[src/rtl/pong_pkg.sv]
// pong_pkg: definitions shared by the paddle, ball and render logic.
//   - Screen geometry defaults (visible lines, paddle height).
//   - Paddle FSM state encoding and button direction encoding.
//   - decode_dir(): turns the two button levels into one direction.
package pong_pkg;

    localparam int SCREEN_H_DEF = 480;
    localparam int PADDLE_H_DEF = 64;

    typedef enum logic [1:0] {
        ST_IDLE = 2'd0,
        ST_SLOW = 2'd1,
        ST_FAST = 2'd2
    } paddle_state_t;

    typedef enum logic [1:0] {
        DIR_NONE = 2'd0,
        DIR_UP   = 2'd1,
        DIR_DOWN = 2'd2
    } dir_t;

    // Both buttons or neither pressed both count as "no direction".
    function automatic dir_t decode_dir(input logic up, input logic down);
        dir_t d;
        if (up && !down) begin
            d = DIR_UP;
        end else if (down && !up) begin
            d = DIR_DOWN;
        end else begin
            d = DIR_NONE;
        end
        return d;
    endfunction

endpackage

[src/rtl/paddle_ctrl_sat_step.sv]
// sat_step: combinational saturating position update.
//   i_pos  [9:0] current paddle top-edge line
//   i_step [9:0] lines to move (0 = stay)
//   i_up         1 = move toward line 0, 0 = move toward Y_MAX
//   o_pos  [9:0] new position clamped to [0, Y_MAX]
module sat_step #(
    parameter int Y_MAX = 416
) (
    input  logic [9:0] i_pos,
    input  logic [9:0] i_step,
    input  logic       i_up,
    output logic [9:0] o_pos
);

    localparam logic [10:0] MAX11 = 11'(Y_MAX);

    logic [10:0] w_sum;
    logic [10:0] w_diff;

    always_comb begin
        w_sum  = {1'b0, i_pos} + {1'b0, i_step};
        w_diff = {1'b0, i_pos} - {1'b0, i_step};
        if (i_up) begin
            // Bit 10 is the borrow: the subtraction went below zero.
            o_pos = w_diff[10] ? '0 : w_diff[9:0];
        end else begin
            o_pos = (w_sum > MAX11) ? MAX11[9:0] : w_sum[9:0];
        end
    end

endmodule

[src/rtl/paddle_ctrl.sv]
// paddle_ctrl: one player's paddle position controller.
// Buttons are sampled once per video frame; holding a direction moves the
// paddle slowly, and after HOLD_FRAMES consecutive frames it moves fast.
//   i_clk        system clock
//   i_rst        asynchronous active-high reset
//   i_up/i_down  debounced buttons, high = pressed
//   i_frame_tick one-cycle pulse per frame; all state advances only here
//   o_paddle_y   paddle top-edge line (registered)
//   o_moving     high while in SLOW or FAST (registered)
module paddle_ctrl
    import pong_pkg::*;
#(
    parameter int SCREEN_H    = SCREEN_H_DEF,
    parameter int PADDLE_H    = PADDLE_H_DEF,
    parameter int STEP_SLOW   = 2,
    parameter int STEP_FAST   = 6,
    parameter int HOLD_FRAMES = 30
) (
    input  logic       i_clk,
    input  logic       i_rst,
    input  logic       i_up,
    input  logic       i_down,
    input  logic       i_frame_tick,
    output logic [9:0] o_paddle_y,
    output logic       o_moving
);

    localparam int               Y_MAX   = SCREEN_H - PADDLE_H;
    localparam logic [9:0]       Y_RESET = 10'(Y_MAX / 2);
    localparam int               CNT_W   = (HOLD_FRAMES > 1) ? $clog2(HOLD_FRAMES) : 1;
    localparam logic [CNT_W-1:0] CNT_TOP = CNT_W'(HOLD_FRAMES - 1);

    paddle_state_t    r_state;
    paddle_state_t    w_state_nxt;
    dir_t             r_dir;
    dir_t             w_dir;
    dir_t             w_dir_nxt;
    logic [CNT_W-1:0] r_hold;
    logic [CNT_W-1:0] w_hold_nxt;
    logic [CNT_W-1:0] w_hold_inc;
    logic [9:0]       r_y;
    logic             r_moving;
    logic [9:0]       w_step;
    logic [9:0]       w_y_nxt;

    assign w_dir = decode_dir(i_up, i_down);

    always_comb begin
        w_state_nxt = r_state;
        w_dir_nxt   = r_dir;
        w_hold_nxt  = r_hold;
        w_hold_inc  = (r_hold >= CNT_TOP) ? CNT_TOP : r_hold + 1'b1;
        w_step      = '0;

        if (i_frame_tick) begin
            if (w_dir == DIR_NONE) begin
                w_state_nxt = ST_IDLE;
                w_dir_nxt   = DIR_NONE;
                w_hold_nxt  = '0;
            end else begin
                case (r_state)
                    ST_IDLE: begin
                        w_state_nxt = ST_SLOW;
                        w_dir_nxt   = w_dir;
                        w_hold_nxt  = '0;
                    end
                    ST_SLOW: begin
                        if (w_dir != r_dir) begin
                            w_dir_nxt  = w_dir;
                            w_hold_nxt = '0;
                        end else begin
                            // The frame whose increment reaches the top is
                            // already moved at the fast rate.
                            w_hold_nxt = w_hold_inc;
                            if (w_hold_inc == CNT_TOP) begin
                                w_state_nxt = ST_FAST;
                            end
                        end
                    end
                    ST_FAST: begin
                        if (w_dir != r_dir) begin
                            w_state_nxt = ST_SLOW;
                            w_dir_nxt   = w_dir;
                            w_hold_nxt  = '0;
                        end
                    end
                    default: begin
                        w_state_nxt = ST_IDLE;
                        w_dir_nxt   = DIR_NONE;
                        w_hold_nxt  = '0;
                    end
                endcase
            end

            case (w_state_nxt)
                ST_SLOW: w_step = 10'(STEP_SLOW);
                ST_FAST: w_step = 10'(STEP_FAST);
                default: w_step = '0;
            endcase
        end
    end

    sat_step #(
        .Y_MAX(Y_MAX)
    ) u_sat_step (
        .i_pos (r_y),
        .i_step(w_step),
        .i_up  (w_dir == DIR_UP),
        .o_pos (w_y_nxt)
    );

    always_ff @(posedge i_clk or posedge i_rst) begin
        if (i_rst) begin
            r_state  <= ST_IDLE;
            r_dir    <= DIR_NONE;
            r_hold   <= '0;
            r_y      <= Y_RESET;
            r_moving <= 1'b0;
        end else if (i_frame_tick) begin
            r_state  <= w_state_nxt;
            r_dir    <= w_dir_nxt;
            r_hold   <= w_hold_nxt;
            r_y      <= w_y_nxt;
            r_moving <= (w_state_nxt != ST_IDLE);
        end
    end

    assign o_paddle_y = r_y;
    assign o_moving   = r_moving;

endmodule

[config.mk]
export PLATFORM = sky130hd
export DESIGN_NAME = paddle_ctrl
export DESIGN_NICKNAME = d
export VERILOG_FILES = /design/src/rtl/pong_pkg.sv /design/src/rtl/paddle_ctrl_sat_step.sv /design/src/rtl/paddle_ctrl.sv
export SDC_FILE = /design/constraint.sdc
export NUM_CORES = 1
export LEC_CHECK = 0
export CAP_MARGIN = 20
export CORE_MARGIN = 1.5
export CORE_UTILIZATION = 50
export CTS_CLUSTER_SIZE = 25
export DETAILED_ROUTE_END_ITERATION = 8
export GPL_ROUTABILITY_DRIVEN = 0
export GPL_TIMING_DRIVEN = 0
export PLACE_DENSITY = 0.71
export SYNTH_ARGS = -nofsm -noshare
export SYNTH_HDL_FRONTEND = slang
export SYNTH_SLANG_ARGS = --single-unit
[constraint.sdc]
create_clock -name i_clk -period 4.69 [get_ports i_clk]
set_input_delay 0.469 -clock i_clk [delete_from_list [all_inputs] [get_ports i_clk]]
set_output_delay 0.469 -clock i_clk [all_outputs]
set_load 0.01 [all_outputs]
==> impl_metrics.yaml <==
# generated from flow reports
power_and_ir_drop:
  power_density_nw_per_um2: 297
  power.total_w: 0.000666
die:
  fp-row-count: 21
  die_w_um: 63.3
  fp.dieH_um: 63.3
  core-area_um2: 3420
setup_path:
  end_kind: "flop"
  critical-path-top-delay-family: "AND-OR/OR-AND gates"
  critical-path-max-stage-delay_ns: 0.49
  cp_data_arrival_time_ns: 4.74
  cp_slowest_cell: "clkdlybuf4s50_1"
  cp-start-kind: "input pin"
  rrSetupSlack_ns: 0.29
  critPathKind: "input pin to flop"
  crit_buf_inv: 5
  crit_fanout: 8
routing:
  wl_met1_mm: 1.94
  routed_wl_mm: 4.76
  drtIter0Drc: 209
  wl_met3_um: 216
  wl_met2_mm: 2.48
  ant_nets: 0
  drc: 0
  drtPass1Iterations: 4
placed_design:
  dpl.cell_count: 275
  detailed_place_hpwl_mm: 3.36
  numPortBuffers: 14
timing:
  hold_viol: 0
  setup_viol: 0
  fin_ws_ns: 0.149
  drv_slew: 0
  period_used_pct: 96.8
  tightest_slew_ns: 0.777
  max_freq_mhz: 220
  finalClockSkew_ns: 0.00127
synth:
  synth_cells: 215
  ys_cells: 215
  synthTopCellsByArea: "dfrtp_1 22%, ha_1 9.6%, nand2_1 5.2%"
  fp_nets: 236
  postSynthAreaPerCell_um2: 8.45
  ys.flops: 19
  yosysUniqueCellTypes: 62
  yosysTopAreaCell: "dfrtp_1"
  common_cells: "25 x nand2_1, 17 x inv_1, 16 x dfrtp_1"
  synthArstFlopShare_pct: 100
  synth.top_cell.area_share_pct: 22.0
  yosys_warnings: 0
  yosys.stat.seqShare_pct: 26.4
global_route:
  grt_util_met1_pct: 29.9
  grt_use_total_pct: 24.8
  grt-ovfl-total: 0
  gr-max-usage-layer: "met2"
  grt_max_degree: 20
  grt_pass1_vias: 1731
  grt_use_met3_pct: 2.14
clock_network:
  clock_latency_ns: 0.30
  clock-sinks: 19
  hold_buffers: 0
  htree_levels: 1
  cts_tree: "yes"
  clkTransAtPathRegs_ns: 0.12
  ctsResizeCount: 14
  cts_root_buf: "clkbuf_4"
hold_path:
  hp-class: "flop to flop"
final_layout:
  layout.nets: 264
  regArea_um2: 479
  signal_buffers: 38
  ff_count: 19
  comb_cells: 164
  lay_top_cells: "25 x nand2_1, 17 x inv_1, 16 x dfrtp_1, 14 x o21ai_0, 13 x clkdlybuf4s50_1"
  inv_count: 17
  logic_area_um2: 1310
  fin_area_um2: 2240
  stdcell_count: 288
  clock_buffers: 4
  clk_share_pct: 1.17
  diodes: 0
  comb_share_pct: 58.3
job:
  max-cap-violations: 0
run_status:
  outcome: "finished clean"
==> metrics by stage <==
| stage | setup TNS [ns] | util (%) | hold WS [ns] |
|---|---|---|---|
| global route | -0.0706 | 65.7 | 0.554 |
| CTS | 0 | 62.2 | 0.540 |
| detailed placement | -5.38 | 59.0 | 0.504 |
| global placement | -4.36 | 59.0 | 0.489 |
| finish | 0 | 65.7 | 0.536 |
| floorplan | 0 | - | 0.418 |
==> state kept, by name, summed over array words and instances, names as in the netlist <==
signal      count
o_moving        1
r_hold          5
r_state         2
r_dir           2
o_paddle_y      9
==> power breakdown <==
group	internal, W	switching, W	leakage [nW]
Clock	0.0000331	0.0000567	0.0150
Sequential	0.000193	0.0000348	0.241
Combinational	0.000168	0.000181	0.712
Total	0.000394	0.000272	0.968
==> cell families (layout without fill, tap and decap cells) <==
| family | count (synthesis) | count (layout) | share of synthesized area [%] |
|---|---|---|---|
| buffers and inverters | 32 | 59 | 8.40 |
| and+or+nand+nor | 73 | 73 | 22.0 |
| adders and majority gates | 16 | 16 | 11.8 |
| AOI/OAI and AO/OA | 64 | 64 | 26.1 |
| other | 1 | 1 | 0.206 |
| DFF | 19 | 19 | 26.4 |
| muxes | 4 | 4 | 2.20 |
| xor gates and xnor gates | 6 | 6 | 2.89 |
==> path summary, 6_finish.rpt <==
path | from | to | cells past startpoint
worst max register to register | r_hold[0] | o_paddle_y[3] | 19
min in group asynchronous | i_rst | r_hold[1] | 2
worst min-delay path | o_moving | o_moving | 2
worst max-delay path | i_down | o_paddle_y[3] | 21
max in group asynchronous | i_rst | r_dir[0] | 2
worst min register to register | o_moving | o_moving | 2
==> worst min-delay path, delay by kind of cell (launching register included) <==
family,cells,cell delay [ns]
simple gates,1,0.04
compound gates,1,0.10
flops,1,0.37
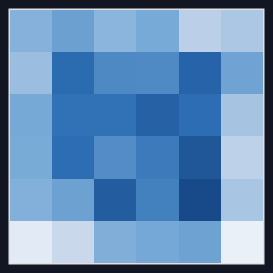
density.png
(4 px per um) The die is cut into 6 by 6 equal tiles; white is low, dark blue is high, 0 to 100% covered.
tiles over 75% full: 22%
fullest tile: 89%
emptiest ninth of the die: lower left
densest ninth of the die: center
mean over tiles: 55%

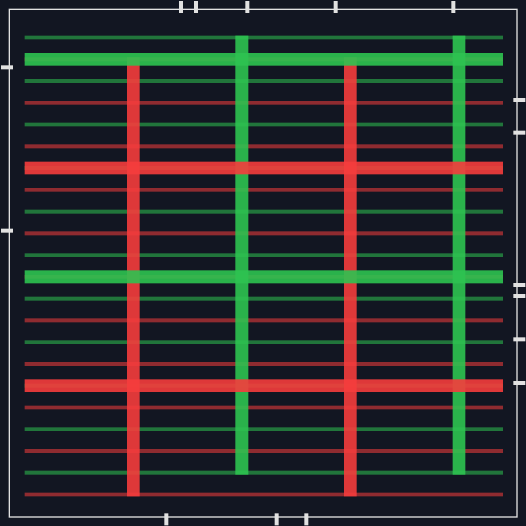
pdn.png
(8 px per um) Pins as bars on the die edge.
| color | net |
|---|---|
| green | VDD |
| red | VSS |
rows: 21
signal pins: 16
met4 straps: 4
met5 straps: 4

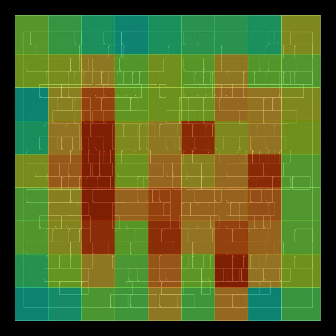
final_congestion.png
Finished Core Util: 65.7%
GRT met2 Usage: 45.1%

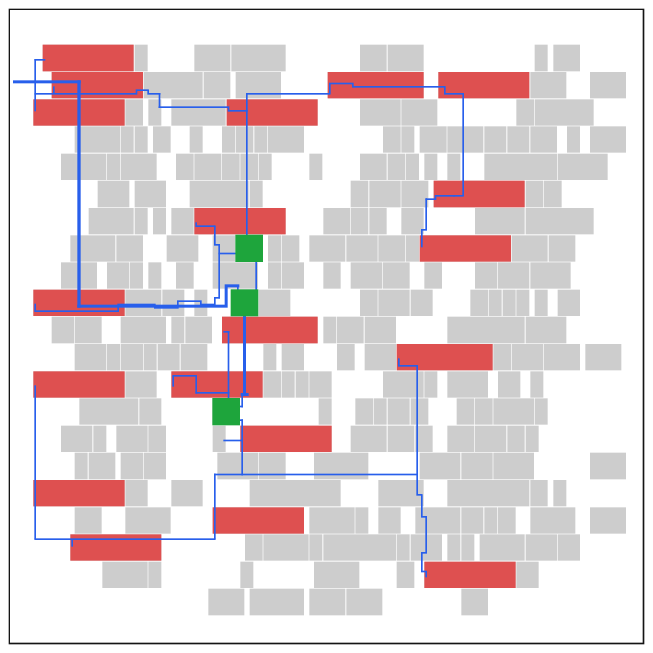
clock_map.png
(10 px per um)
[blue] clock wires | length: 305 um
[green] cells driving clock nets | count: 3
[red] flip-flops | count: 19
flops lie: widely spread

No activity file was given, so power comes from the tool's default toggle rates.
